$ cat config.mk
export PLATFORM = sky130hd
export DESIGN_NAME = traffic_conflict_monitor
export DESIGN_NICKNAME = d
export VERILOG_FILES = /design/src/rtl/traffic_conflict_monitor.sv
export SDC_FILE = /design/constraint.sdc
export NUM_CORES = 1
export LEC_CHECK = 0
export ABC_AREA = 0
export ABC_CLOCK_PERIOD_IN_PS = 6700
export CORE_UTILIZATION = 46
export DETAILED_ROUTE_END_ITERATION = 10
export PLACE_DENSITY = 0.65
export SETUP_SLACK_MARGIN = 0.2
export SLEW_MARGIN = 30
export SYNTH_ARGS = -nofsm -noshare
export SYNTH_HDL_FRONTEND = slang
export SYNTH_SLANG_ARGS = --single-unit
export TNS_END_PERCENT = 1
$ cat constraint.sdc
create_clock -name clk -period 6.7 [get_ports clk]
set_input_delay 1.34 -clock clk [delete_from_list [all_inputs] [get_ports clk]]
set_output_delay 1.34 -clock clk [all_outputs]
set_load 0.05 [all_outputs]
$ cat src/rtl/traffic_conflict_monitor.sv
// traffic_conflict_monitor
//   Independent safety monitor for the main/side signal-head buses of an
//   intersection controller. Both 3-bit light codes are sampled every clock.
//   The monitor flags these conditions: invalid codes, green/yellow conflicts,
//   illegal colour steps, short yellows and short all-red clearance. The first
//   fault cause is latched and drives a red-flash enable until a clear is
//   requested while both heads show red.
//
// Parameters
//   FILTER_CYC : consecutive clocks an invalid/conflict condition must persist
//   MIN_YELLOW : minimum yellow duration in ticks
//   MIN_CLEAR  : minimum all-red duration (ticks) before a green
//   CNT_W      : width of the saturating tick/filter counters
//
// Ports
//   clk         : system clock
//   reset       : asynchronous, active-high reset
//   tick        : one-clock timebase pulse
//   main_lights : main head code (100 red, 010 yellow, 001 green)
//   side_lights : side head code, same encoding
//   fault_clr   : fault clear request (honoured in FAULT with both heads red)
//   fault       : latched fault flag
//   fault_code  : first fault cause (0 none, 1 invalid, 2 conflict,
//                 3 illegal transition, 4 short yellow, 5 short clearance)
//   flash       : red-flash drive, toggles per tick while faulted
//   ok          : high only while monitoring
module traffic_conflict_monitor #(
  parameter int unsigned FILTER_CYC = 2,
  parameter int unsigned MIN_YELLOW = 3,
  parameter int unsigned MIN_CLEAR  = 1,
  parameter int unsigned CNT_W      = 4
) (
  input  logic       clk,
  input  logic       reset,
  input  logic       tick,
  input  logic [2:0] main_lights,
  input  logic [2:0] side_lights,
  input  logic       fault_clr,
  output logic       fault,
  output logic [2:0] fault_code,
  output logic       flash,
  output logic       ok
);

  localparam logic [2:0] LT_RED = 3'b100;
  localparam logic [2:0] LT_YEL = 3'b010;
  localparam logic [2:0] LT_GRN = 3'b001;

  localparam logic [2:0] FC_NONE    = 3'd0;
  localparam logic [2:0] FC_INVALID = 3'd1;
  localparam logic [2:0] FC_CONFL   = 3'd2;
  localparam logic [2:0] FC_TRANS   = 3'd3;
  localparam logic [2:0] FC_SHORT_Y = 3'd4;
  localparam logic [2:0] FC_SHORT_C = 3'd5;

  localparam logic [CNT_W-1:0] FILT_LIM  = CNT_W'(FILTER_CYC);
  localparam logic [CNT_W-1:0] YEL_LIM   = CNT_W'(MIN_YELLOW);
  localparam logic [CNT_W-1:0] CLEAR_LIM = CNT_W'(MIN_CLEAR);

  typedef enum logic [1:0] {
    ST_INIT    = 2'd0,
    ST_MONITOR = 2'd1,
    ST_FAULT   = 2'd2
  } state_e;

  state_e           state_q, state_d;
  logic             fault_q, fault_d;
  logic [2:0]       code_q, code_d;
  logic             flash_q, flash_d;
  logic             ok_q, ok_d;
  logic [CNT_W-1:0] inv_cnt_q, inv_cnt_d;
  logic [CNT_W-1:0] cnf_cnt_q, cnf_cnt_d;
  logic [CNT_W-1:0] ym_cnt_q, ym_cnt_d;
  logic [CNT_W-1:0] ys_cnt_q, ys_cnt_d;
  logic [CNT_W-1:0] clr_cnt_q, clr_cnt_d;
  logic [2:0]       prev_main_q, prev_main_d;
  logic [2:0]       prev_side_q, prev_side_d;
  logic             first_grn_q, first_grn_d;

  function automatic logic [CNT_W-1:0] sat_inc(input logic [CNT_W-1:0] v);
    return (v == '1) ? v : v + CNT_W'(1);
  endfunction

  function automatic logic is_valid(input logic [2:0] c);
    return (c == LT_RED) || (c == LT_YEL) || (c == LT_GRN);
  endfunction

  // Only G->R, R->Y and Y->G are forbidden; unchanged, R->G, G->Y, Y->R pass.
  function automatic logic is_illegal(input logic [2:0] p, input logic [2:0] c);
    return ((p == LT_GRN) && (c == LT_RED)) ||
           ((p == LT_RED) && (c == LT_YEL)) ||
           ((p == LT_YEL) && (c == LT_GRN));
  endfunction

  // Sampled-condition decode
  logic             main_ok, side_ok;
  logic             any_invalid, conflict;
  logic             both_red, prev_both_red;
  logic             m_r2g, s_r2g, m_y2r, s_y2r;
  logic             illegal_step;
  logic [CNT_W-1:0] inv_inc, cnf_inc;
  logic             inv_hit, cnf_hit;
  logic             short_yel, short_clr;

  assign main_ok       = is_valid(main_lights);
  assign side_ok       = is_valid(side_lights);
  assign any_invalid   = !main_ok || !side_ok;
  assign conflict      = main_ok && side_ok &&
                         (main_lights != LT_RED) && (side_lights != LT_RED);
  assign both_red      = (main_lights == LT_RED) && (side_lights == LT_RED);
  assign prev_both_red = (prev_main_q == LT_RED) && (prev_side_q == LT_RED);

  assign m_r2g = (prev_main_q == LT_RED) && (main_lights == LT_GRN);
  assign s_r2g = (prev_side_q == LT_RED) && (side_lights == LT_GRN);
  assign m_y2r = (prev_main_q == LT_YEL) && (main_lights == LT_RED);
  assign s_y2r = (prev_side_q == LT_YEL) && (side_lights == LT_RED);

  // Invalid codes never match a legal pattern, so no extra valid qualifier.
  assign illegal_step = is_illegal(prev_main_q, main_lights) ||
                        is_illegal(prev_side_q, side_lights);

  assign inv_inc = sat_inc(inv_cnt_q);
  assign cnf_inc = sat_inc(cnf_cnt_q);
  assign inv_hit = any_invalid && (inv_inc >= FILT_LIM);
  assign cnf_hit = conflict && (cnf_inc >= FILT_LIM);

  // Registered counts are used, so a tick on the Y->R edge itself is excluded.
  assign short_yel = (m_y2r && (ym_cnt_q < YEL_LIM)) ||
                     (s_y2r && (ys_cnt_q < YEL_LIM));
  assign short_clr = (m_r2g || s_r2g) && !first_grn_q && (clr_cnt_q < CLEAR_LIM);

  // Counter/prev values while tracking (INIT and MONITOR)
  logic [CNT_W-1:0] inv_trk, cnf_trk, ym_trk, ys_trk, clr_trk;
  logic [2:0]       pm_trk, ps_trk;

  always_comb begin
    inv_trk = any_invalid ? inv_inc : '0;
    cnf_trk = conflict ? cnf_inc : '0;

    // Entry into yellow clears the count; a tick on that same edge is ignored.
    ym_trk = ym_cnt_q;
    if ((main_lights == LT_YEL) && (prev_main_q != LT_YEL)) begin
      ym_trk = '0;
    end else if ((main_lights == LT_YEL) && tick) begin
      ym_trk = sat_inc(ym_cnt_q);
    end

    ys_trk = ys_cnt_q;
    if ((side_lights == LT_YEL) && (prev_side_q != LT_YEL)) begin
      ys_trk = '0;
    end else if ((side_lights == LT_YEL) && tick) begin
      ys_trk = sat_inc(ys_cnt_q);
    end

    clr_trk = clr_cnt_q;
    if (both_red && !prev_both_red) begin
      clr_trk = '0;
    end else if (both_red && tick) begin
      clr_trk = sat_inc(clr_cnt_q);
    end

    pm_trk = main_ok ? main_lights : prev_main_q;
    ps_trk = side_ok ? side_lights : prev_side_q;
  end

  // Next-state / output logic
  logic [2:0] cause;

  always_comb begin
    state_d     = state_q;
    fault_d     = fault_q;
    code_d      = code_q;
    flash_d     = flash_q;
    inv_cnt_d   = inv_cnt_q;
    cnf_cnt_d   = cnf_cnt_q;
    ym_cnt_d    = ym_cnt_q;
    ys_cnt_d    = ys_cnt_q;
    clr_cnt_d   = clr_cnt_q;
    prev_main_d = prev_main_q;
    prev_side_d = prev_side_q;
    first_grn_d = first_grn_q;
    cause       = FC_NONE;

    case (state_q)
      ST_INIT: begin
        inv_cnt_d   = inv_trk;
        cnf_cnt_d   = cnf_trk;
        ym_cnt_d    = ym_trk;
        ys_cnt_d    = ys_trk;
        clr_cnt_d   = clr_trk;
        prev_main_d = pm_trk;
        prev_side_d = ps_trk;
        if (inv_hit) begin
          cause = FC_INVALID;
        end else if (cnf_hit) begin
          cause = FC_CONFL;
        end else if (both_red) begin
          state_d     = ST_MONITOR;
          first_grn_d = 1'b1;
        end
      end

      ST_MONITOR: begin
        inv_cnt_d   = inv_trk;
        cnf_cnt_d   = cnf_trk;
        ym_cnt_d    = ym_trk;
        ys_cnt_d    = ys_trk;
        clr_cnt_d   = clr_trk;
        prev_main_d = pm_trk;
        prev_side_d = ps_trk;
        if (m_r2g || s_r2g) begin
          first_grn_d = 1'b0;
        end
        // Lowest code number wins when several causes coincide.
        if (inv_hit) begin
          cause = FC_INVALID;
        end else if (cnf_hit) begin
          cause = FC_CONFL;
        end else if (illegal_step) begin
          cause = FC_TRANS;
        end else if (short_yel) begin
          cause = FC_SHORT_Y;
        end else if (short_clr) begin
          cause = FC_SHORT_C;
        end
      end

      ST_FAULT: begin
        if (fault_clr && both_red) begin
          state_d     = ST_INIT;
          fault_d     = 1'b0;
          code_d      = FC_NONE;
          flash_d     = 1'b0;
          inv_cnt_d   = '0;
          cnf_cnt_d   = '0;
          ym_cnt_d    = '0;
          ys_cnt_d    = '0;
          clr_cnt_d   = '0;
          prev_main_d = LT_RED;
          prev_side_d = LT_RED;
        end else if (tick) begin
          flash_d = ~flash_q;
        end
      end

      default: begin
        state_d = ST_INIT;
      end
    endcase

    if (cause != FC_NONE) begin
      state_d = ST_FAULT;
      fault_d = 1'b1;
      code_d  = cause;
      flash_d = 1'b1;
    end

    ok_d = (state_d == ST_MONITOR);
  end

  always_ff @(posedge clk or posedge reset) begin
    if (reset) begin
      state_q     <= ST_INIT;
      fault_q     <= 1'b0;
      code_q      <= FC_NONE;
      flash_q     <= 1'b0;
      ok_q        <= 1'b0;
      inv_cnt_q   <= '0;
      cnf_cnt_q   <= '0;
      ym_cnt_q    <= '0;
      ys_cnt_q    <= '0;
      clr_cnt_q   <= '0;
      prev_main_q <= LT_RED;
      prev_side_q <= LT_RED;
      first_grn_q <= 1'b0;
    end else begin
      state_q     <= state_d;
      fault_q     <= fault_d;
      code_q      <= code_d;
      flash_q     <= flash_d;
      ok_q        <= ok_d;
      inv_cnt_q   <= inv_cnt_d;
      cnf_cnt_q   <= cnf_cnt_d;
      ym_cnt_q    <= ym_cnt_d;
      ys_cnt_q    <= ys_cnt_d;
      clr_cnt_q   <= clr_cnt_d;
      prev_main_q <= prev_main_d;
      prev_side_q <= prev_side_d;
      first_grn_q <= first_grn_d;
    end
  end

  assign fault      = fault_q;
  assign fault_code = code_q;
  assign flash      = flash_q;
  assign ok         = ok_q;

endmodule
==> reports/results.tsv, run 1 <==
stage	metric	value	unit
global_route	initial antenna violation count	0	
cells_and_area	fin nets	272	
logic_synthesis	Mapped Area	2190	µm²
drt	Routed WL per cell	14.62	µm
sta	Final Hold Violation Tally	0	
logic_synthesis	Unique cell types	54	
global_route	met2 Use GR	0.2981	
worst_setup_path	CP max-delay cell	clkdlybuf4s50_1	
min_path	hold path depth	2	
place	pre-CTS WS	3.027	ns
global_route	largest net degree at the start of global routing	36	
place	Post-DP Area	2367	µm²
logic_synthesis	Synth warnings	0	
logic_synthesis	fa+ha+maj area frac	0.03429	
logic_synthesis	area fraction in compound gates	0.2566	
sta	hold slack final	0.5073	ns
sta	Setup Skew	0.003897	ns
clocking	Hold-fix buffers, CTS	0	
logic_synthesis	synthesized area per cell	9.123	µm²
clocking	maximum buffer depth of the clock tree	2	
logic_synthesis	YS chip area	2190	µm²
sta	worst-margin pin slew	0.6894	ns
drt	Via-to-Cell Ratio	5.796	
drt	routed vias	1791	
power_and_ir_drop	Comb power frac	0.364	
power_and_ir_drop	net switching share of the total power	0.3874	
clocking	CTS root buffer	clkbuf_8	
job	Max Cap Viol	0	
clocking	clk_lat worst skew	0.28	ns
drt	M1 WL	2.302	mm
place	detailed placer's ending HPWL	3.236	mm
logic_synthesis	EDFF count, synth	0	
global_route	total grt overflow	0	
worst_setup_path	CP startpoint kind	primary input	
clocking	CTS Buf Count	5	
place	Placed Instances	301	
sta	Slew headroom	0.5404	
clocking	CTS sink cnt	35	
cells_and_area	final core occ	0.5473	
logic_synthesis	mux share	0.01486	
power_and_ir_drop	power per cell area	300.8	nW/µm²
logic_synthesis	Dominant flop cell	dfrtp_1	
power_and_ir_drop	worst vdd ir	0.0002331	V
worst_setup_path	crit-path max FO	9	
worst_setup_path	WP data required	6.85	ns
logic_synthesis	Area leader share	0.3771	
worst_setup_path	Worst R2R End	ys_cnt_q[3]	
global_route	GR peak layer	met2	
die	Die ar.	5040	µm²
worst_setup_path	Worst path max stage delay	0.66	ns
logic_synthesis	yosys cell count	240	
die	Die Y	70.99	µm
worst_setup_path	Buf/Inv on CP	1	
global_route	aggregate global-route resource usage	0.1970	
logic_synthesis	Simple Share, Synth	0.2451	
drt	Routed met3 length	140	µm
sta	final worst slack	3.304	ns
sta	final setup vio count	0	
power_and_ir_drop	total power	0.0007366	W
logic_synthesis	post-synth top area cell	dfrtp_1	
logic_synthesis	Seq/Total Area, Yosys	0.4011	
power_and_ir_drop	Int Power	0.0004512	W
logic_synthesis	cell with the most instances after synthesis	nand2_1	
min_path	Endpoint, Worst Hold	prev_main_q[2]	
global_route	global routing usage on met3	0.03704	
cells_and_area	number of diodes	0	
sta	fin crit period	3.396	ns
logic_synthesis	Post-synth ARST share	1.000	
cells_and_area	Finished Cell Area	2449	µm²
worst_setup_path	Setup crit end kind	flop	
power_and_ir_drop	P_comb	0.000268	W
drt	DRC viols	0	
cells_and_area	P&R area growth vs syn	11.83	%
power_and_ir_drop	P_sw	0.0002853	W
clocking	clk slew on worst S/H paths	0.07	ns
min_path	Hold Path Class	flop to flop	
clocking	Setup Fix Bufs, Post-CTS	0	
logic_synthesis	Synth logic family	AND-OR/OR-AND gates	
run_status	status	complete, no violations	
drt	drt total wl	4.517	mm
clocking	CTS tree	built	
logic_synthesis	Mapped Cells	240	
min_path	Worst Min Path Start	prev_main_q[2]	
logic_synthesis	Net Count, Synth	256	
sta	TNS Setup	0	ns
drt	DRT Pass-1 Iters	6	
drt	WL met2	2.000	mm
clocking	# H-tree levels	2	
sta	RSZ-0062 raised after global routing	false	
cells_and_area	layout cells sized above 1	0.08949	
power_and_ir_drop	top power group	registers	
sta	FMAX	294.5	MHz
power_and_ir_drop	Reg power frac	0.440	
worst_setup_path	reg2reg setup slack	4.27	ns
clocking	PostCTS Resize Cnt	0	
worst_setup_path	r2r startpoint	state_q[1]	
worst_setup_path	crit path kind	primary input to flop	
drt	post-route ant nets	0	
power_and_ir_drop	Leak	0.9882	nW
cells_and_area	filler-free cell count of the finished design	309	
global_route	GRT met1 Usage	0.2795	
job	Tool Warnings	27	
worst_setup_path	WP data arrival	3.55	ns
die	cell row count	24	
place	IO Port Bufs	15	
[run 1: worst max path at each step]
stage	from	end	slack [ns]	cells past startpoint
after floorplan	side_lights[1]	fault_code[2]	3.67	7
after global placement	main_lights[2]	ys_cnt_q[3]	3.05	7
after detailed placement	main_lights[2]	ys_cnt_q[3]	3.03	7
after CTS	side_lights[0]	fault_code[2]	3.33	7
after global routing	main_lights[2]	ys_cnt_q[3]	3.10	7
final	main_lights[1]	fault_code[2]	3.30	7
[run 1: area by class of cell]
| type | count | area, µm² |
|---|---|---|
| repair buffers | 17 | 165.2 |
| multi-input cells | 190 | 1232 |
| well taps | 52 | 65.06 |
| fillers | 399 | 2026 |
| clock inverters | 1 | 5.005 |
| clock buffers | 7 | 76.32 |
| inverters | 7 | 26.28 |
| flip-flops and latches | 35 | 878.3 |
[run 1: state kept, by name, indices dropped and copies added (netlist names)]
register,cells
cnf_cnt_q,4
state_q,2
inv_cnt_q,4
ys_cnt_q,4
prev_main_q,3
ok,1
prev_side_q,3
flash,1
first_grn_q,1
ym_cnt_q,4
clr_cnt_q,4
fault,1
fault_code,3
[run 1: worst register-to-register path: cells and delay by family, from the launching register on]
| kind | cells | cell delay [ns] |
|---|---|---|
| AND/OR/NAND/NOR | 4 | 1.13 |
| flip-flops | 1 | 0.79 |
| AND-OR/OR-AND | 2 | 0.46 |
[run 1: cells in the final DEF, fill, tap and decap left out, types with 3 or more instances in the layout]
cell type and n:
and2_1 3, or4bb_1 4, dfrtp_1 33, nand3_1 11, inv_1 7, clkdlybuf4s50_1 15, nand2b_1 8, or3b_1 4
nand2_1 34, o21ai_0 24, clkbuf_8 5, nor2b_1 3, nor2_1 12, xnor2_1 3, nor3_1 5, o31ai_1 8
ha_1 6, a21o_1 6, a21oi_1 17
Figure 1. Cell classes on the final placement (run 1).
Bar = 20 µm. Fill, decap, tap and diode cells in gray.
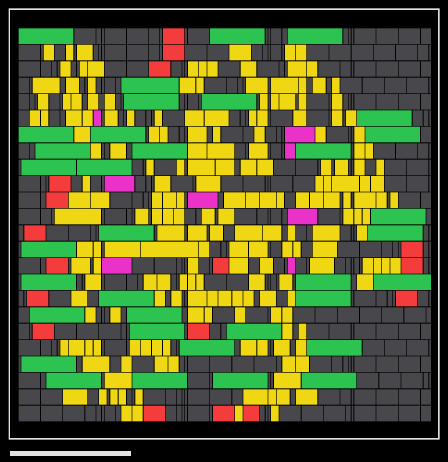
other buffers and delay cells -> red  # cells 17, share of their area 6.9%
all other logic -> yellow  # cells 197, share of their area 53%
flops -> green  # cells 35, share of their area 37%
clock drivers and dummy loads -> magenta  # cells 8, share of their area 3.4%

Figure 2. Placed standard cells (run 1).
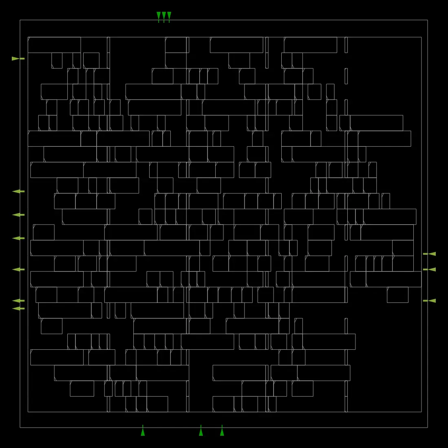
fillers: 399
Seq area share: 0.3587
core region area: 4474 µm²

Figure 3. Gate-type map (run 1).
Bar = 20 µm.
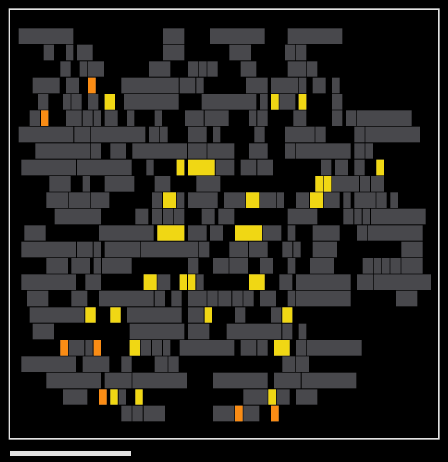
inverters -> orange  # cells 7
NOR gates -> yellow  # cells 26

Figure 4. Wiring by layer (run 1).
Bar = 20 µm.
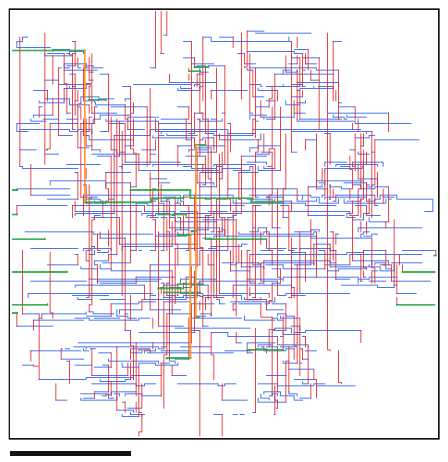

## Run 2: what changed since run 1
--- a/config.mk
+++ b/config.mk
@@ -6,10 +6,10 @@
 export NUM_CORES = 1
 export LEC_CHECK = 0
 export ABC_AREA = 0
-export ABC_CLOCK_PERIOD_IN_PS = 6700
+export ABC_CLOCK_PERIOD_IN_PS = 2850
 export CORE_UTILIZATION = 46
 export DETAILED_ROUTE_END_ITERATION = 10
-export PLACE_DENSITY = 0.65
+export PLACE_DENSITY = 0.68
 export SETUP_SLACK_MARGIN = 0.2
 export SLEW_MARGIN = 30
 export SYNTH_ARGS = -nofsm -noshare
==> constraint.sdc (replaced) <==
create_clock -name clk -period 2.85 [get_ports clk]
set_input_delay 0.57 -clock clk [delete_from_list [all_inputs] [get_ports clk]]
set_output_delay 0.57 -clock clk [all_outputs]
set_load 0.05 [all_outputs]
Figure 5. Wiring by layer (run 2).
Bar = 20 µm.
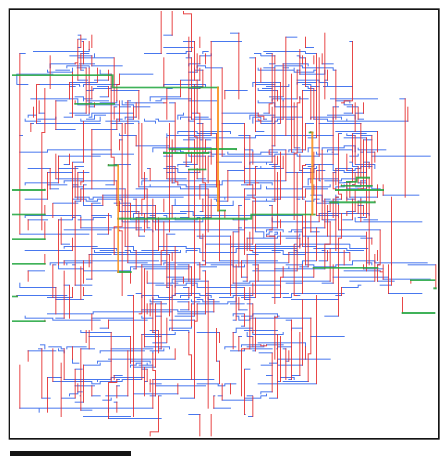
met3 -> green  # wire length 173 µm
met1 -> blue  # wire length 2370 µm
met2 -> red  # wire length 2150 µm
met4 -> orange  # wire length 51.7 µm

Figure 6. Gate-type map (run 2).
Bar = 20 µm.
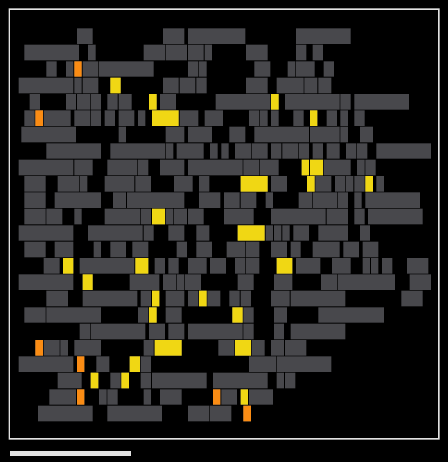
inverters -> orange  # cells 7
NOR gates -> yellow  # cells 26

==> run 2 against run 1 <==
Flip-flop count did not move. Combinational power rose to 2.5 times the previous value. Final cell count increased by 5.5%. Power rose to 2.6 times the previous value. Critical endpoint unchanged. Sequential share of layout area is 2.3 points lower. Worst setup slack lost 3.0 ns. Critical path depth is the same. First-iteration DRC count decreased by 8.4%.
==> reports/results.tsv, run 2 <==
stage	metric	value	unit	change
power_and_ir_drop	Reg power frac	0.398		was 0.440
clocking	CTS root buffer	clkbuf_8		unchanged
die	Die ar.	5040	µm²	unchanged
cells_and_area	fin nets	289		was 272
power_and_ir_drop	P_sw	0.0006915	W	was 0.0002853 W
sta	RSZ-0062 raised after global routing	false		unchanged
sta	TNS Setup	0	ns	unchanged
clocking	CTS Buf Count	5		unchanged
logic_synthesis	Dominant flop cell	dfrtp_1		unchanged
worst_setup_path	WP data arrival	2.71	ns	was 3.55 ns
logic_synthesis	post-synth top area cell	dfrtp_1		unchanged
logic_synthesis	Area leader share	0.3771		unchanged
clocking	# H-tree levels	2		unchanged
clocking	maximum buffer depth of the clock tree	2		unchanged
die	Die Y	70.99	µm	unchanged
logic_synthesis	yosys cell count	240		unchanged
drt	WL met2	2.150	mm	was 2.000 mm
power_and_ir_drop	Comb power frac	0.355		was 0.364
place	Post-DP Area	2495	µm²	was 2367 µm²
drt	post-route ant nets	0		unchanged
drt	Routed met3 length	173	µm	was 140 µm
logic_synthesis	synthesized area per cell	9.123	µm²	unchanged
sta	hold slack final	0.4894	ns	was 0.5073 ns
sta	Slew Limit Fails	0		unchanged
worst_setup_path	Worst path max stage delay	0.59	ns	was 0.66 ns
power_and_ir_drop	Clk. pwr	0.000465	W	was 0.000144 W
place	pre-CTS WS	-0.003825	ns	was 3.027 ns
sta	Slew headroom	0.6689		was 0.5404
drt	DRC viols	0		unchanged
global_route	initial antenna violation count	0		unchanged
cells_and_area	most used logic cell in the final layout	nand2_1		unchanged
power_and_ir_drop	total power	0.001885	W	was 0.0007366 W
cells_and_area	layout cells sized above 1	0.1569		was 0.08949
clocking	CTS tree	built		unchanged
global_route	aggregate global-route resource usage	0.2057		was 0.1970
place	detailed placer's ending HPWL	3.425	mm	was 3.236 mm
global_route	first-pass GRT wire length	8.252	mm	was 7.941 mm
cells_and_area	filler-free cell count of the finished design	326		was 309
logic_synthesis	EDFF count, synth	0		unchanged
job	Tool Warnings	27		unchanged
power_and_ir_drop	power per cell area	719.8	nW/µm²	was 300.8 nW/µm²
global_route	largest net degree at the start of global routing	36		unchanged
logic_synthesis	Net Count, Synth	256		unchanged
cells_and_area	Finished Cell Area	2619	µm²	was 2449 µm²
logic_synthesis	Main area contributors	dfrtp_1 38%, nand2_1 5.8%, o21ai_0 5.5%		unchanged
sta	Setup Skew	0.009620	ns	was 0.003897 ns
place	global placement routability congestion	0.8191		was 0.8289
power_and_ir_drop	total sequential power	0.000750	W	was 0.000324 W
drt	DRT iter0 DRCs	120		was 131
worst_setup_path	crit-path max FO	7		was 9
power_and_ir_drop	Clock power frac	0.247		was 0.195
drt	top sig layer	met4		unchanged
drt	Routed WL per cell	14.56	µm	was 14.62 µm
drt	Via-to-Cell Ratio	5.840		was 5.796
die	core region area	4474	µm²	unchanged
power_and_ir_drop	Int Power	0.001193	W	was 0.0004512 W
die	I/O pin cnt	16		unchanged
global_route	vias in the first global route	1867		was 1742
logic_synthesis	Mapped Area	2190	µm²	unchanged
worst_setup_path	CP max-delay cell	clkdlybuf4s50_1		unchanged
sta	period utilization	0.8956		
job	Max Cap Viol	0		unchanged
clocking	CTS sink cnt	35		unchanged
place	IO Port Bufs	15		unchanged
sta	final worst slack	0.2974	ns	was 3.304 ns
logic_synthesis	Post-synth ARST share	1.000		unchanged
logic_synthesis	Synth warnings	0		unchanged
cells_and_area	P&R area growth vs syn	19.60	%	was 11.83%
worst_setup_path	crit path kind	primary input to flop		unchanged
drt	drt total wl	4.746	mm	was 4.517 mm
power_and_ir_drop	top power group	registers		unchanged
clocking	clk_lat worst skew	0.29	ns	was 0.28 ns
logic_synthesis	ys flops	35		unchanged
logic_synthesis	cell with the most instances after synthesis	nand2_1		unchanged
logic_synthesis	Mapped Cells	240		unchanged
clocking	Hold-fix buffers, CTS	0		unchanged
sta	FMAX	391.8	MHz	
die	width of the die	70.99	µm	unchanged
cells_and_area	most common logic cells in the final layout	34 x nand2_1, 33 x dfrtp_1, 24 x o21ai_0		unchanged
power_and_ir_drop	worst vdd ir	0.0004412	V	was 0.0002331 V
power_and_ir_drop	Leak	1.089	nW	was 0.9882 nW
cells_and_area	final core occ	0.5853		was 0.5473
clocking	PostCTS Resize Cnt	0		unchanged
sta	Final Hold Violation Tally	0		unchanged
sta	final setup vio count	0		unchanged
logic_synthesis	YS chip area	2190	µm²	unchanged
clocking	clk slew on worst S/H paths	0.08	ns	was 0.07 ns
cells_and_area	number of diodes	0		unchanged
power_and_ir_drop	net switching share of the total power	0.3669		was 0.3874
die	cell row count	24		unchanged
logic_synthesis	synth cell count leaders	34 x nand2_1, 33 x dfrtp_1, 24 x o21ai_0		unchanged
die	fp util	0.4894		unchanged
run_status	status	complete, no violations		unchanged
drt	DRT Pass-1 Iters	6		unchanged
power_and_ir_drop	P_comb	0.000670	W	was 0.000268 W
sta	worst-margin pin slew	0.4951	ns	was 0.6894 ns
drt	M1 WL	2.371	mm	was 2.302 mm
logic_synthesis	Seq/Total Area, Yosys	0.4011		unchanged
worst_setup_path	Setup crit end kind	flop		unchanged
worst_setup_path	WP data required	3.01	ns	was 6.85 ns
min_path	Hold Path Class	flop to flop		unchanged
place	Placed Instances	318		was 301
clocking	Setup Fix Bufs, Post-CTS	0		unchanged
drt	routed vias	1904		was 1791
logic_synthesis	Unique cell types	54		unchanged
worst_setup_path	CP startpoint kind	primary input		unchanged
sta	fin crit period	2.553	ns	
worst_setup_path	CP Cell Sequence	clkdlybuf4s50_1 > or4bb_1 > a211oi_2 > o31ai_1 > a221o_1 > o211ai_4 > o32ai_2		was clkdlybuf4s50_1 > xnor2_1 > nor4_1 > o31ai_1 > a221o_1 > o211ai_4 > o32ai_2
global_route	total grt overflow	0		unchanged
## run 2: cell types whose count changed in the layout (fill, tap and decap cells not counted)
cell       change
nor4_2         +1
clkbuf_8       +1
nor4_1         -1
clkbuf_1       -2
bufinv_16      +1
buf_4         +17
## run 2: cell families (layout without fill, tap and decap cells)
| family | count (synthesis) | count (layout) | share of synthesized area |
|---|---|---|---|
| xor+xnor | 3 | 3 | 0.01200 |
| flops | 35 | 35 | 0.4011 |
| simple gates | 98 | 98 | 0.2451 |
| buf+inv | 15 | 49 | 0.03600 |
| mux | 3 | 3 | 0.01486 |
| compound gates | 80 | 80 | 0.2566 |
| fa+ha+maj | 6 | 6 | 0.03428 |
## run 2: path summary, 6_finish.rpt
check / startpoint / to / slack [ns] / cells past startpoint
max: main_lights[2] / fault_code[2] / 0.30 / 7
min: fault / fault / 0.49 / 1
max reg2reg: prev_side_q[2] / fault_code[2] / 0.54 / 6
min reg2reg: fault / fault / 0.49 / 1
max in group asynchronous: reset / prev_side_q[2] / 1.82 / 3
min in group asynchronous: reset / ys_cnt_q[1] / 0.68 / 3
## run 2: layout make-up
type	count	area, µm²
Clock buffer	6	82.58
Clock inverter	2	35.03
Fill cell	403	1856
Inverter	7	26.28
Multi-Input combinational cell	190	1239
Sequential cell	35	878.3
Tap cell	52	65.06
Timing Repair Buffer	34	292.8
## run 2: metal layers
| metal | track usage | vias to the layer above |
|---|---|---|
| li1 | - | 954 |
| met1 | 0.2691 | 908 |
| met2 | 0.3419 | 35 |
| met3 | 0.04416 | 7 |
| met4 | 0.06444 | 0 |
| met5 | 0 | - |
## run 2: worst max-delay path, delay by kind of cell
kind	cells	cell delay, ns
and+or+nand+nor	1	0.52
buffers and inverters	1	0.59
AOI/OAI and AO/OA	5	1.04
Power figures rest on the tool's default switching activity, not on a simulated workload.
